run_1/pdn.png
The bar under the picture is 20 µm long. Pins as bars on the die edge. Tap cells in grey.
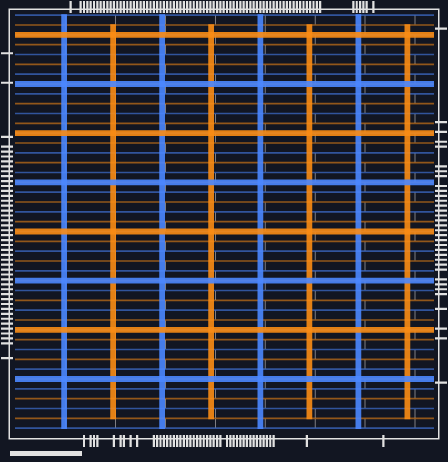
run_1/cell_classes.png
The bar under the picture is 20 µm long.
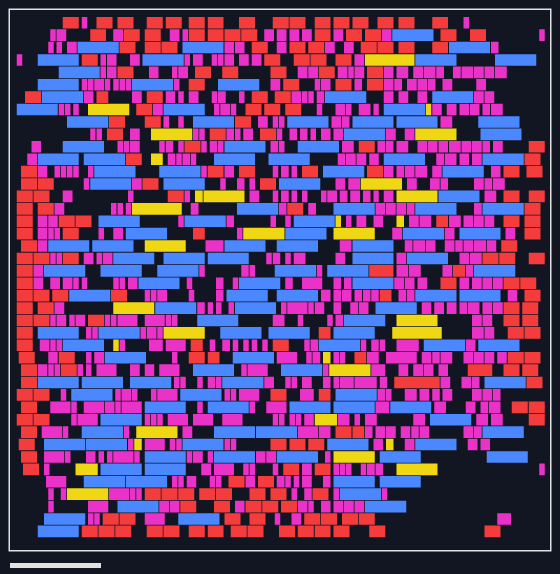
run_1/clock_map.png
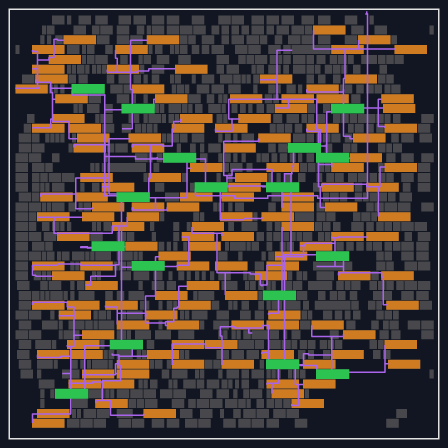
run_1/metal_stack.png
The bar under the picture is 20 µm long. Two of the layers only.
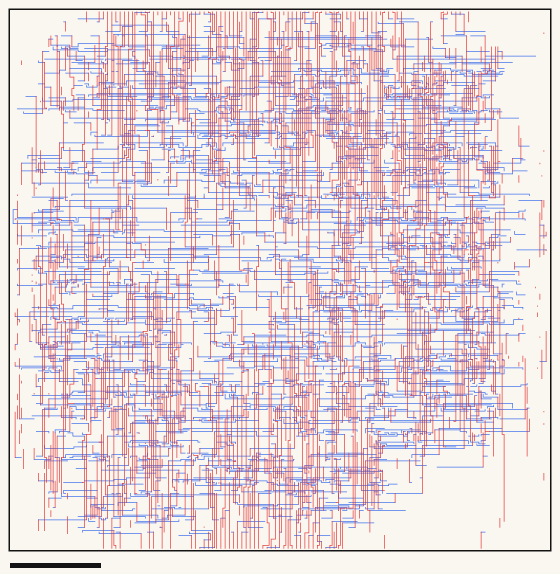
**src/rtl/alu_mult_seq.sv**
```systemverilog
// Shift-and-add multiplier sequencer that drives the shared datapath ALU over several cycles.
// Optional macro MULT_SEQ_GRANT_EN adds alu_grant, which stalls the ADD/SHIFT steps while low.
module alu_mult_seq #(
  parameter int         ITER_MAX = 32,
  parameter logic [3:0] OP_ADD   = 4'b0010,
  parameter logic [3:0] OP_SLL   = 4'b1110,
  parameter logic [3:0] OP_IDLE  = 4'b0000
) (
  input  logic        clk,
  input  logic        reset,
  input  logic        start,
  input  logic [31:0] multiplicand,
  input  logic [31:0] multiplier,
  input  logic [31:0] alu_result,
`ifdef MULT_SEQ_GRANT_EN
  input  logic        alu_grant,
`endif
  output logic [31:0] alu_rs,
  output logic [31:0] alu_rt,
  output logic [4:0]  alu_shamt,
  output logic [3:0]  alu_control,
  output logic        busy,
  output logic        done,
  output logic [31:0] product
);

  // state   | meaning
  // S_IDLE  | waiting for start
  // S_CHECK | decide: finish, add, or shift
  // S_ADD   | acc += mcand through the ALU
  // S_SHIFT | mcand <<= 1 through the ALU, mplier >>= 1
  // S_DONE  | one-cycle done pulse
  typedef enum logic [2:0] {S_IDLE, S_CHECK, S_ADD, S_SHIFT, S_DONE} state_t;

  state_t      state_q, state_d;
  logic [31:0] acc_q, acc_d;
  logic [31:0] mcand_q, mcand_d;
  logic [31:0] mplier_q, mplier_d;
  logic [5:0]  cnt_q, cnt_d;
  logic [31:0] product_q, product_d;
  logic        grant;

`ifdef MULT_SEQ_GRANT_EN
  assign grant = alu_grant;
`else
  assign grant = 1'b1;
`endif

  always_ff @(posedge clk or posedge reset) begin
    if (reset) begin
      state_q   <= S_IDLE;
      acc_q     <= '0;
      mcand_q   <= '0;
      mplier_q  <= '0;
      cnt_q     <= '0;
      product_q <= '0;
    end else begin
      state_q   <= state_d;
      acc_q     <= acc_d;
      mcand_q   <= mcand_d;
      mplier_q  <= mplier_d;
      cnt_q     <= cnt_d;
      product_q <= product_d;
    end
  end

  always_comb begin
    state_d     = state_q;
    acc_d       = acc_q;
    mcand_d     = mcand_q;
    mplier_d    = mplier_q;
    cnt_d       = cnt_q;
    product_d   = product_q;
    alu_rs      = '0;
    alu_rt      = '0;
    alu_shamt   = '0;
    alu_control = OP_IDLE;
    done        = 1'b0;
    case (state_q)
      S_IDLE: begin
        if (start) begin
          mcand_d  = multiplicand;
          mplier_d = multiplier;
          acc_d    = '0;
          cnt_d    = '0;
          state_d  = S_CHECK;
        end
      end
      S_CHECK: begin
        // product loads here so it is already valid while done is high
        if (mplier_q == 32'd0 || cnt_q == 6'(ITER_MAX)) begin
          product_d = acc_q;
          state_d   = S_DONE;
        end else if (mplier_q[0]) begin
          state_d = S_ADD;
        end else begin
          state_d = S_SHIFT;
        end
      end
      S_ADD: begin
        alu_control = OP_ADD;
        alu_rs      = acc_q;
        alu_rt      = mcand_q;
        if (grant) begin
          acc_d   = alu_result;
          state_d = S_SHIFT;
        end
      end
      S_SHIFT: begin
        alu_control = OP_SLL;
        alu_rt      = mcand_q;
        alu_shamt   = 5'd1;
        if (grant) begin
          mcand_d  = alu_result;
          mplier_d = mplier_q >> 1;
          cnt_d    = cnt_q + 6'd1;
          state_d  = S_CHECK;
        end
      end
      S_DONE: begin
        done    = 1'b1;
        state_d = S_IDLE;
      end
      default: state_d = S_IDLE;
    endcase
  end

  assign busy    = (state_q != S_IDLE);
  assign product = product_q;

endmodule

```
**config.mk**
```make
export PLATFORM = sky130hd
export DESIGN_NAME = alu_mult_seq
export DESIGN_NICKNAME = d
export VERILOG_FILES = /design/src/rtl/alu_mult_seq.sv
export SDC_FILE = /design/constraint.sdc
export NUM_CORES = 1
export LEC_CHECK = 0
export CORE_UTILIZATION = 52
export CTS_CLUSTER_SIZE = 14
export DETAILED_ROUTE_END_ITERATION = 12
export PLACE_DENSITY = 0.87
export SETUP_SLACK_MARGIN = 0.4
export SLEW_MARGIN = 20
export SYNTH_ARGS = -nofsm -noshare
export SYNTH_HDL_FRONTEND = slang
export SYNTH_SLANG_ARGS = --single-unit
```
**constraint.sdc**
```tcl
create_clock -name clk -period 10.1 [get_ports clk]
set_clock_uncertainty 0.2 [all_clocks]
set_input_delay 2.02 -clock clk [delete_from_list [all_inputs] [get_ports clk]]
set_output_delay 2.02 -clock clk [all_outputs]
set_load 0.01 [all_outputs]
```
==> qor.log, run 1 <==
INFO  finish         non_clock_buffer_area_share=22.2%
INFO  detailed_routing drt_via_density=5.99
INFO  global_routing total_overflow_reported_by_the_global_router=0
INFO  place          routability_congestion_estimate_from_global_placement=0.896
INFO  finish         antenna_cells=0
INFO  min_path       timing.hold.worst_path_depth=2
INFO  detailed_routing top_signal_layer_used=met4
INFO  power_and_ir_drop power_density=286nW/µm²
INFO  detailed_routing route.met3.wl=1400µm
INFO  global_routing wire_length_of_the_first_global_routing_pass=33,600µm
INFO  yosys          synth-edff-count=0
INFO  place          dpl_wire_length=13,800µm
INFO  sta            final.setup.worst_slack=5240ps
INFO  global_routing first_global_vias=6,295
INFO  yosys          fa_ha_area_share=0.355%
INFO  yosys          ys_cells=788
INFO  sta            final.period_utilization=48.1%
INFO  finish         layout.nets=1,046
INFO  clock_network  cts_sinks=137
INFO  floorplanning  fp-utilization=53.2%
INFO  power_and_ir_drop leakagePower=0.00377µW
INFO  power_and_ir_drop internal_cell_power=1670µW
INFO  setup_path     crit_required=7880ps
INFO  outcome        outcome=complete, no violations
INFO  finish         fill_count=970
INFO  place          postPlaceCellArea=9030µm²
INFO  setup_path     critical_path_source=state_q[2]
INFO  yosys          synth.area.mux_share=0%
INFO  setup_path     worstSetupPathType=reg2out
INFO  yosys          top_logic_kind=simple AND/OR/NAND/NOR gates
INFO  detailed_routing drt_wl_total=21,200µm
INFO  finish         design.seq.count=137
INFO  global_routing gr-usage-met1=43.6%
INFO  global_routing grt_util_met2=46.9%
INFO  finish         layout_top_cell_excl_fill_tap=sky130_fd_sc_hd__clkdlybuf4s50_1
INFO  power_and_ir_drop power.switching_fraction=39.2%
INFO  setup_path     rrSetupSlack=7350ps
INFO  yosys          ys.flops=137
INFO  sta            period_minus_slack=4860ps
INFO  detailed_routing drt_first_pass_iters=7
INFO  detailed_routing dr_total_vias=6,791
INFO  place          portBuffers=200
INFO  yosys          postSynth.asyncResetShare=100%
INFO  detailed_routing drt-met1-wl=9200µm
INFO  setup_path     worstSetupStartpointType=flop
INFO  finish         nonClockInverterCount=7
INFO  setup_path     critical_path_arrival=2640ps
INFO  clock_network  clk_root_buffer_cell=sky130_fd_sc_hd__clkbuf_16
INFO  clock_network  total_clock_buffers_created_by_cts=17
INFO  finish         p_r_area_growth_vs_syn=36.7%
INFO  setup_path     worstPathMaxFanout=68
INFO  finish         largest_class=flip-flops and latches
INFO  sta            setup_tns=0ps
INFO  min_path       worst_hold_startpoint=mcand_q[14]
INFO  yosys          postSynth.topFlopCell=sky130_fd_sc_hd__dfrtp_1
INFO  finish         layout.clock_buffers=22
Notes on pdn.png above:
Orange shows VDD. Blue shows VSS.
8 straps on met5. The core has 42 rows. 206 signal pins sit on the boundary. 176 tap cells. 43 met1 rails follow the rows.
highest ir drop seen on vdd: 0.180 mV
Die Height: 118 µm
die width: 118 µm
area of the core: 13,200 µm²

Notes on cell_classes.png above:
Blue shows flip-flops, cells 137, share of their area 36%. Yellow shows clock drivers and dummy loads, cells 31, share of their area 6.2%. Magenta shows all other logic, cells 575, share of their area 35%. Red shows other buffers and delay cells, cells 214, share of their area 23%.
sequential share of cell area: 35.6%
utilization after layout: 72.7%
final design instance area without fill: 9630 µm²

Notes on clock_map.png above:
Purple shows clock wires, length 1,700 µm. Green shows cells driving clock nets, count 17. Orange shows flip-flops, count 137.
There are 18 routed clock nets. Position of the flops: widely spread.
power drawn by the clock network: 626 µW
clock insertion delay at the later pin of the skew report: 420 ps
fraction of power consumed by the clock network: 22.8%

Notes on metal_stack.png above:
Red shows met2, wire length 9,990 µm. Blue shows met1, wire length 9,200 µm.
average wire length per cell after detail routing: 18.7 µm
total routing usage reported by global routing: 30.8%

[run 1: through the flow]
step                utilization (%)  instances
detailed placement             68.2       1101
global route                   72.7       1133
CTS                            72.6       1132
floorplan                         -        792
finish                         72.7       1133
global placement               67.8       1099
[run 1: worst max-delay path, cell delays in order, from the launching register on]
cell and delay (ps):
sky130_fd_sc_hd__dfrtp_1 530, sky130_fd_sc_hd__nand3b_1 160, sky130_fd_sc_hd__buf_4 700, sky130_fd_sc_hd__inv_2 250
sky130_fd_sc_hd__clkdlybuf4s50_1 580
[run 1: registers in the layout, summed over array words and instances, names as in the netlist]
register and cells:
acc_q 32, mplier_q 32, mcand_q 32, cnt_q 6, product 32, state_q 3
run_1/final_placement.png
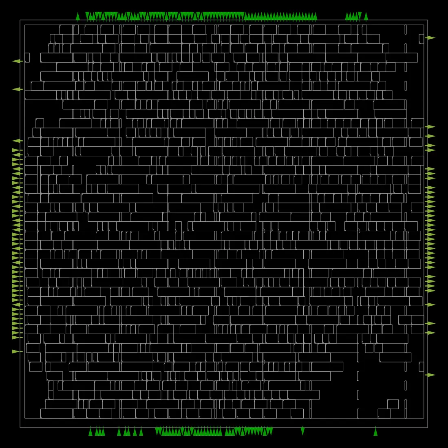

--- run 2 (diff from run 1) ---
--- a/config.mk
+++ b/config.mk
@@ -5,10 +5,10 @@
 export SDC_FILE = /design/constraint.sdc
 export NUM_CORES = 1
 export LEC_CHECK = 0
-export CORE_UTILIZATION = 52
+export CORE_UTILIZATION = 48
 export CTS_CLUSTER_SIZE = 14
 export DETAILED_ROUTE_END_ITERATION = 12
-export PLACE_DENSITY = 0.87
+export PLACE_DENSITY = 0.81
 export SETUP_SLACK_MARGIN = 0.4
 export SLEW_MARGIN = 20
 export SYNTH_ARGS = -nofsm -noshare
==> constraint.sdc (replaced) <==
create_clock -name clk -period 5 [get_ports clk]
set_clock_uncertainty 0.2 [all_clocks]
set_input_delay 1 -clock clk [delete_from_list [all_inputs] [get_ports clk]]
set_output_delay 1 -clock clk [all_outputs]
set_load 0.01 [all_outputs]
run_2/final_placement.png
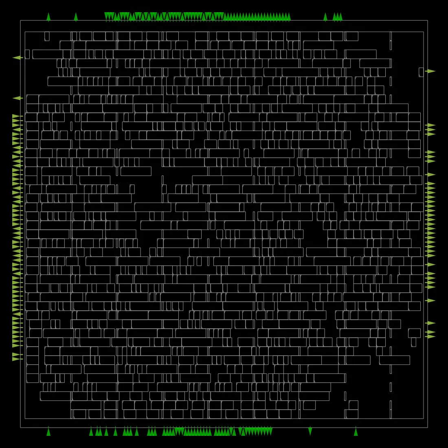
number of non-filler instances in the completed layout: 1,137
area of the core: 14,100 µm²
fill count: 1,157
sequential cell count: 137
sequential share of cell area: 35.6%

run_2/pdn.png
The bar under the picture is 20 µm long. Pins as bars on the die edge. Tap cells in grey.
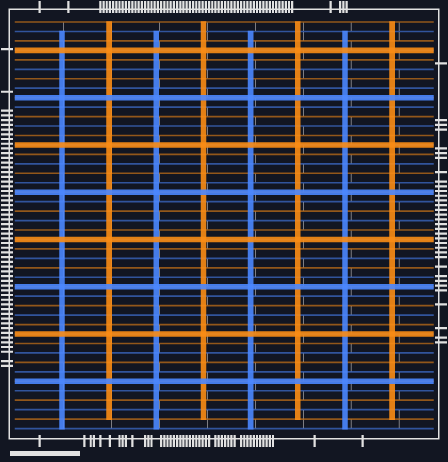
highest ir drop seen on vdd: 0.348 mV
die width: 123 µm
Die Height: 123 µm

==> run 2 against run 1 <==
  * Combinational power grew 97%
  * Final cell count grew 0.35%
  * Routed wire length shrank 3.3%
  * Register-to-register slack lost 5100 ps
  * Die area grew 8.2%
  * Sequential cell count is the same
  * Total power grew 100%
  * Sequential share of layout area is essentially flat
  * Non-clock buffer count shrank 1
  * Count of clock-buffer cells in the layout shrank 1
  * First-iteration DRC count shrank 18%
  * Critical path type unchanged
==> qor.log, run 2 <==
INFO  outcome        outcome=complete, no violations
INFO  detailed_routing drt_via_density=5.78 [-3.5%]
INFO  sta            final.setup.worst_slack=998ps [-4240 ps]
INFO  place          postPlaceCellArea=9020µm² [-0.12%]
INFO  global_routing gr-usage-met1=40.6% [-3.0 points]
INFO  detailed_routing dr_total_vias=6,577 [-3.2%]
INFO  finish         p_r_area_growth_vs_syn=36.9%
INFO  power_and_ir_drop clock_power_share=23.8% [+1.0 points]
INFO  global_routing first_global_vias=6,088 [-3.3%]
INFO  place          dpl_wire_length=13,500µm [-2.3%]
INFO  place          routability_congestion_estimate_from_global_placement=0.790 [-12%]
INFO  global_routing grt_util_met2=41.7% [-5.2 points]
INFO  place          portBuffers=200 [unchanged]
INFO  yosys          synth.area.mux_share=0% [unchanged]
INFO  power_and_ir_drop internal_cell_power=3370µW [+100%]
INFO  power_and_ir_drop power_density=573nW/µm² [+100%]
INFO  setup_path     worstSetupStartpointType=flop
INFO  power_and_ir_drop power.switching_fraction=38.9% [-0.29 points]
INFO  detailed_routing top_signal_layer_used=met4
INFO  sta            setup_tns=0ps [unchanged]
INFO  detailed_routing wl_per_cell=18.0µm [-3.7%]
INFO  power_and_ir_drop leakagePower=0.00376µW [-0.24%]
INFO  setup_path     worstSetupPathType=reg2out
INFO  clock_network  total_clock_buffers_created_by_cts=17 [unchanged]
INFO  sta            final.period_utilization=80.0%
INFO  finish         layout.nets=1,045 [-0.096%]
INFO  global_routing total_overflow_reported_by_the_global_router=0 [unchanged]
INFO  finish         fin_util=68.4% [-4.3 points]
INFO  power_and_ir_drop pg_clk=1310µW [+110%]
INFO  detailed_routing route.met3.wl=1260µm [-10%]
INFO  detailed_routing drt_wl_total=20,500µm [-3.3%]
INFO  setup_path     worstPathMaxFanout=44 [-35%]
INFO  clock_network  clk_root_buffer_cell=sky130_fd_sc_hd__clkbuf_16
INFO  finish         layout_top_cell_excl_fill_tap=sky130_fd_sc_hd__clkdlybuf4s50_1
INFO  setup_path     critical_path_source=state_q[1]
INFO  place          placed_cells=1,105 [+0.36%]
INFO  floorplanning  fp-utilization=50.0% [-3.2 points]
INFO  yosys          synth-edff-count=0 [unchanged]
INFO  sta            period_minus_slack=4000ps
INFO  global_routing groute.usage.overall=28.2% [-2.5 points]
run 2: cell counts after synthesis:
Identical to the previous run, type by type.
run 2: worst max-delay path, cell delays in order (launching register included):
cell	delay, ps
sky130_fd_sc_hd__dfrtp_1	520
sky130_fd_sc_hd__nor2b_4	810
sky130_fd_sc_hd__buf_4	300
sky130_fd_sc_hd__and3_1	190
sky130_fd_sc_hd__clkdlybuf4s50_1	540
run 2: cells by family after synthesis:
group	Yosys count
compound gates	173
simple gates	388
other cells	1
flops	137
fa+ha+maj	2
buf+inv	87
run 2: cell type report:
type	instances	area, µm²	area share [%]
clock buffer	21	480	4.98
clock inverter	11	144	1.49
multi-input combinational	568	3220	33.4
sequential	137	3430	35.6
timing repair buffer	213	2110	21.9
tap	180	225	2.34
inverter	7	30.0	0.311
Power figures rest on the tool's default switching activity, not on a simulated workload.
